### Clock nets

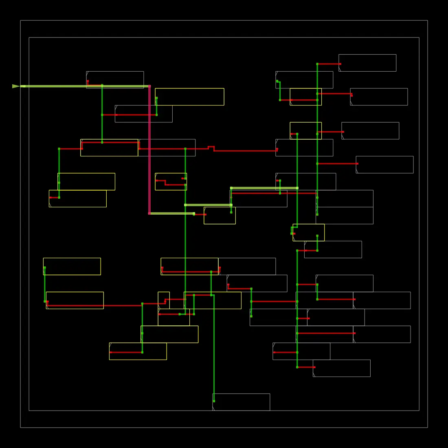
### Zoomed window

The bar under the picture is 10 um long. Region (18, 18) to (48, 48) um. Cells in grey, sequential cells in the stronger grey; small squares are vias.
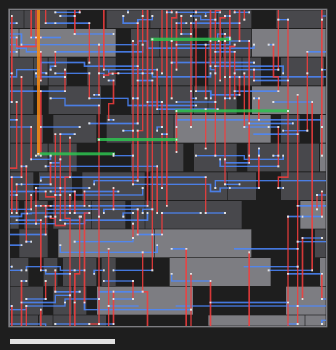
File: config.mk
export PLATFORM = sky130hd
export DESIGN_NAME = uart_rx
export DESIGN_NICKNAME = d
export VERILOG_FILES = /design/src/rtl/uart_pkg.sv /design/src/rtl/uart_sync2.sv /design/src/rtl/uart_rx.sv
export SDC_FILE = /design/constraint.sdc
export NUM_CORES = 1
export LEC_CHECK = 0
export CAP_MARGIN = 20
export CELL_PAD_IN_SITES_DETAIL_PLACEMENT = 0
export CELL_PAD_IN_SITES_GLOBAL_PLACEMENT = 1
export CORE_UTILIZATION = 41
export DETAILED_ROUTE_END_ITERATION = 10
export GPL_TIMING_DRIVEN = 0
export PLACE_DENSITY_LB_ADDON = 0.3
export SLEW_MARGIN = 40
export SYNTH_ARGS = -nofsm -noshare
export SYNTH_HDL_FRONTEND = slang
export SYNTH_SLANG_ARGS = --single-unit
File: constraint.sdc
create_clock -name clk_i -period 1.8 [get_ports clk_i]
set_input_delay 0.36 -clock clk_i [delete_from_list [all_inputs] [get_ports clk_i]]
set_output_delay 0.36 -clock clk_i [all_outputs]
set_load 0.01 [all_outputs]
File: src/rtl/uart_pkg.sv
// Shared UART definitions: receiver state encoding and bit-period helper.
package uart_pkg;

   typedef enum logic [2:0] {
      IDLE   = 3'd0,
      START  = 3'd1,
      DATA   = 3'd2,
      PARITY = 3'd3,
      STOP   = 3'd4,
      BREAK  = 3'd5
   } uart_rx_state_t;

   // Clock cycles per bit period (integer division, truncating).
   function automatic int clks_per_bit(input int fclk, input int baud);
      return fclk / baud;
   endfunction

endpackage

File: src/rtl/uart_sync2.sv
// Two-flop synchroniser for an asynchronous single-bit input.
module uart_sync2 #(
   parameter logic RESET_VAL = 1'b1
) (
   input  logic clk_i,
   input  logic rst_n_i,
   input  logic d_i,
   output logic q_o
);

   logic [1:0] sync_reg;

   // Shift the raw input through two flops; the second flop feeds the fabric.
   always_ff @(posedge clk_i or negedge rst_n_i) begin
      if (!rst_n_i) begin
         sync_reg <= {2{RESET_VAL}};
      end else begin
         sync_reg <= {sync_reg[0], d_i};
      end
   end

   assign q_o = sync_reg[1];

endmodule

File: src/rtl/uart_rx.sv
// UART receiver, 8N1 LSB first, mid-bit sampling.
// Optional even-parity (8E1) frame when UART_RX_PARITY_EN is defined.
module uart_rx
   import uart_pkg::*;
#(
   parameter int FCLK = 50000000,
   parameter int BAUD = 115200
) (
   input  logic       clk_i,
   input  logic       rst_n_i,
   input  logic       rx_i,
   output logic [7:0] data_o,
   output logic       rx_valid_o,
   output logic       frame_err_o,
   output logic       parity_err_o,
   output logic       idle_o
);

   localparam int CPB = clks_per_bit(FCLK, BAUD);
   localparam int CW  = (CPB > 1) ? $clog2(CPB) : 1;
   localparam logic [CW-1:0] CNT_FULL = CW'(CPB - 1);
   localparam logic [CW-1:0] CNT_HALF = CW'(CPB / 2 - 1);

   logic rx_s;

   uart_rx_state_t state_reg, state_next;
   logic [CW-1:0]  clk_cnt_reg, clk_cnt_next;
   logic [2:0]     bit_cnt_reg, bit_cnt_next;
   logic [7:0]     sr_reg, sr_next;
   logic [7:0]     data_reg, data_next;
   logic           valid_reg, valid_next;
   logic           ferr_reg, ferr_next;
`ifdef UART_RX_PARITY_EN
   logic           perr_reg, perr_next;
   logic           par_bad_reg, par_bad_next;
`endif

   uart_sync2 #(.RESET_VAL(1'b1)) u_sync (
      .clk_i   (clk_i),
      .rst_n_i (rst_n_i),
      .d_i     (rx_i),
      .q_o     (rx_s)
   );

   // Next-state and datapath decode for the frame FSM.
   always_comb begin
      state_next   = state_reg;
      clk_cnt_next = clk_cnt_reg + CW'(1);
      bit_cnt_next = bit_cnt_reg;
      sr_next      = sr_reg;
      data_next    = data_reg;
      valid_next   = 1'b0;
      ferr_next    = 1'b0;
`ifdef UART_RX_PARITY_EN
      perr_next    = 1'b0;
      par_bad_next = par_bad_reg;
`endif
      case (state_reg)
         IDLE: begin
            clk_cnt_next = '0;
            if (!rx_s) begin
               state_next = START;
            end
         end
         START: begin
            // Re-check the start bit at its centre to reject short glitches.
            if (clk_cnt_reg == CNT_HALF) begin
               clk_cnt_next = '0;
               bit_cnt_next = '0;
               state_next   = rx_s ? IDLE : DATA;
            end
         end
         DATA: begin
            if (clk_cnt_reg == CNT_FULL) begin
               clk_cnt_next = '0;
               sr_next      = {rx_s, sr_reg[7:1]};
               bit_cnt_next = bit_cnt_reg + 3'd1;
               if (bit_cnt_reg == 3'd7) begin
`ifdef UART_RX_PARITY_EN
                  state_next = PARITY;
`else
                  state_next = STOP;
`endif
               end
            end
         end
`ifdef UART_RX_PARITY_EN
         PARITY: begin
            // Even parity: data bits plus parity bit must XOR to zero.
            if (clk_cnt_reg == CNT_FULL) begin
               clk_cnt_next = '0;
               par_bad_next = rx_s ^ (^sr_reg);
               state_next   = STOP;
            end
         end
`endif
         STOP: begin
            // Leave at mid-stop-bit so a start bit right after is not missed.
            if (clk_cnt_reg == CNT_FULL) begin
               clk_cnt_next = '0;
               if (!rx_s) begin
                  ferr_next  = 1'b1;
                  state_next = BREAK;
               end else begin
                  state_next = IDLE;
`ifdef UART_RX_PARITY_EN
                  if (par_bad_reg) begin
                     perr_next = 1'b1;
                  end else begin
                     data_next  = sr_reg;
                     valid_next = 1'b1;
                  end
`else
                  data_next  = sr_reg;
                  valid_next = 1'b1;
`endif
               end
            end
         end
         BREAK: begin
            // Line held low after a bad stop bit: wait for it to return high.
            clk_cnt_next = '0;
            if (rx_s) begin
               state_next = IDLE;
            end
         end
         default: begin
            clk_cnt_next = '0;
            state_next   = IDLE;
         end
      endcase
   end

   // State, counters, shift register and registered outputs.
   always_ff @(posedge clk_i or negedge rst_n_i) begin
      if (!rst_n_i) begin
         state_reg   <= IDLE;
         clk_cnt_reg <= '0;
         bit_cnt_reg <= '0;
         sr_reg      <= '0;
         data_reg    <= '0;
         valid_reg   <= 1'b0;
         ferr_reg    <= 1'b0;
`ifdef UART_RX_PARITY_EN
         perr_reg    <= 1'b0;
         par_bad_reg <= 1'b0;
`endif
      end else begin
         state_reg   <= state_next;
         clk_cnt_reg <= clk_cnt_next;
         bit_cnt_reg <= bit_cnt_next;
         sr_reg      <= sr_next;
         data_reg    <= data_next;
         valid_reg   <= valid_next;
         ferr_reg    <= ferr_next;
`ifdef UART_RX_PARITY_EN
         perr_reg    <= perr_next;
         par_bad_reg <= par_bad_next;
`endif
      end
   end

   assign data_o      = data_reg;
   assign rx_valid_o  = valid_reg;
   assign frame_err_o = ferr_reg;
   assign idle_o      = (state_reg == IDLE);
`ifdef UART_RX_PARITY_EN
   assign parity_err_o = perr_reg;
`else
   assign parity_err_o = 1'b0;
`endif

endmodule

==> Table 3: Implementation characteristics <==
Table: implementation figures

Parameter                              Value

Synth
  Synthesized-area fraction occupied by xor and xnor cells    0.0480
  Area fraction in full adders, half adders and majority gates    0.0381
  Mux cell area share    0.128
  Library cell occupying the most area in the post-synthesis netlist    sky130_fd_sc_hd__dfrtp_1
  Dominant register cell    sky130_fd_sc_hd__dfrtp_1
  Cell count after synthesis    around 130
  Top cell type by instance count after synthesis    sky130_fd_sc_hd__dfrtp_1
  Largest cells by area after synthesis    sky130_fd_sc_hd__dfrtp_1 50%, sky130_fd_sc_hd__mux2_4 7.3%, sky130_fd_sc_hd__mux2_2 5.5%, sky130_fd_sc_hd__ha_1 3.8%, sky130_fd_sc_hd__nor2_1 3.4%
  Synthesized registers    35
  Synth top area share    0.503
  Yosys Warn Count    0
  Post-Synthesis Mean Instance Area    approximately 12 um^2
  Basic Gates by Area    0.156

Final layout
  Non-clock buffers, area share    0.138
  Core occupancy in the finished layout    0.575
  Filler-free cell count of the finished design    217
  MI comb cells    about 90
  Tally of filler cells in the layout    322
  Total Nets Final    between 150 and 200
  Clock-cell share of area    0.0547
  Flop share of the area    0.408
  Ant diodes    0

Floorplan
  Number of ports placed on the die boundary    15
  Well-Tap Cells    48
  Total die size    0.00426 mm^2

STA
  Number of pins exceeding their max-slew limit in the final report    0
  Final number of setup-violating endpoints    8
  Post-layout min period    about 1.8 ns
  Post-route setup slack    -0.0255 ns
  Final tally of hold violations    0

Worst setup path
  Type of element launching the critical path    flip-flop
  Critical path launch point    clk_cnt_reg[1]
  Kind of cell adding the most delay to the critical path    simple AND/OR/NAND/NOR gates
  Launching point of the worst reg2reg path    clk_cnt_reg[1]
  Startpoint-to-endpoint class of the critical path    reg -> reg
  Critical Path End Type    flip-flop

Power and ir drop
  P_int    1.25 mW
  Pleak    between 1 and 1.5 nW
  Power drawn by the combinational cells    between 30 and 40 uW
  Worst vdd ir    roughly 0.38 mV

Detailed routing
  DRC Markers    0
  Detailed-routed wire length on met2    1.62 mm
  Routed length on met1    1.40 mm

Run status
  Violated checks    setup timing
  Outcome    finished with violations

Place
  Placement Cell Area    approximately 0.0019 mm^2
  Dpl ws    -0.164 ns

GRT
  Met2 track demand over resource in global routing    0.296
  Global route overflow    0
  Global-route wire length before repair    roughly 5.5 mm
  Pin count of the biggest net entering global routing    25

Clock network
  Clock transition time at the flip-flop clock pins of the worst setup and hold paths    about 0.07 ns
  Root Buffer    sky130_fd_sc_hd__clkbuf_8
About 'Clock nets':
Clock Power: 720 uW
latest clock arrival within the worst-skew pair: 0.28 ns
CTS Buf Count: 5
number of clock-tree buffers in the layout: 6
CTS sink cnt: 35

About 'Zoomed window':
- orange: M4
- green: M3
- blue: M1
- red: M2
- sequential cells in the window: 8
- cells with their middle in the window: 61
- most frequent: buf_4 (9), nor2_1 (6), dfrtp_1 (6)
- netlist names of flops here include: clk_cnt_reg (2), state_reg (2), u_sync.sync_reg (2)

Power is estimated from default activity; no workload was simulated.
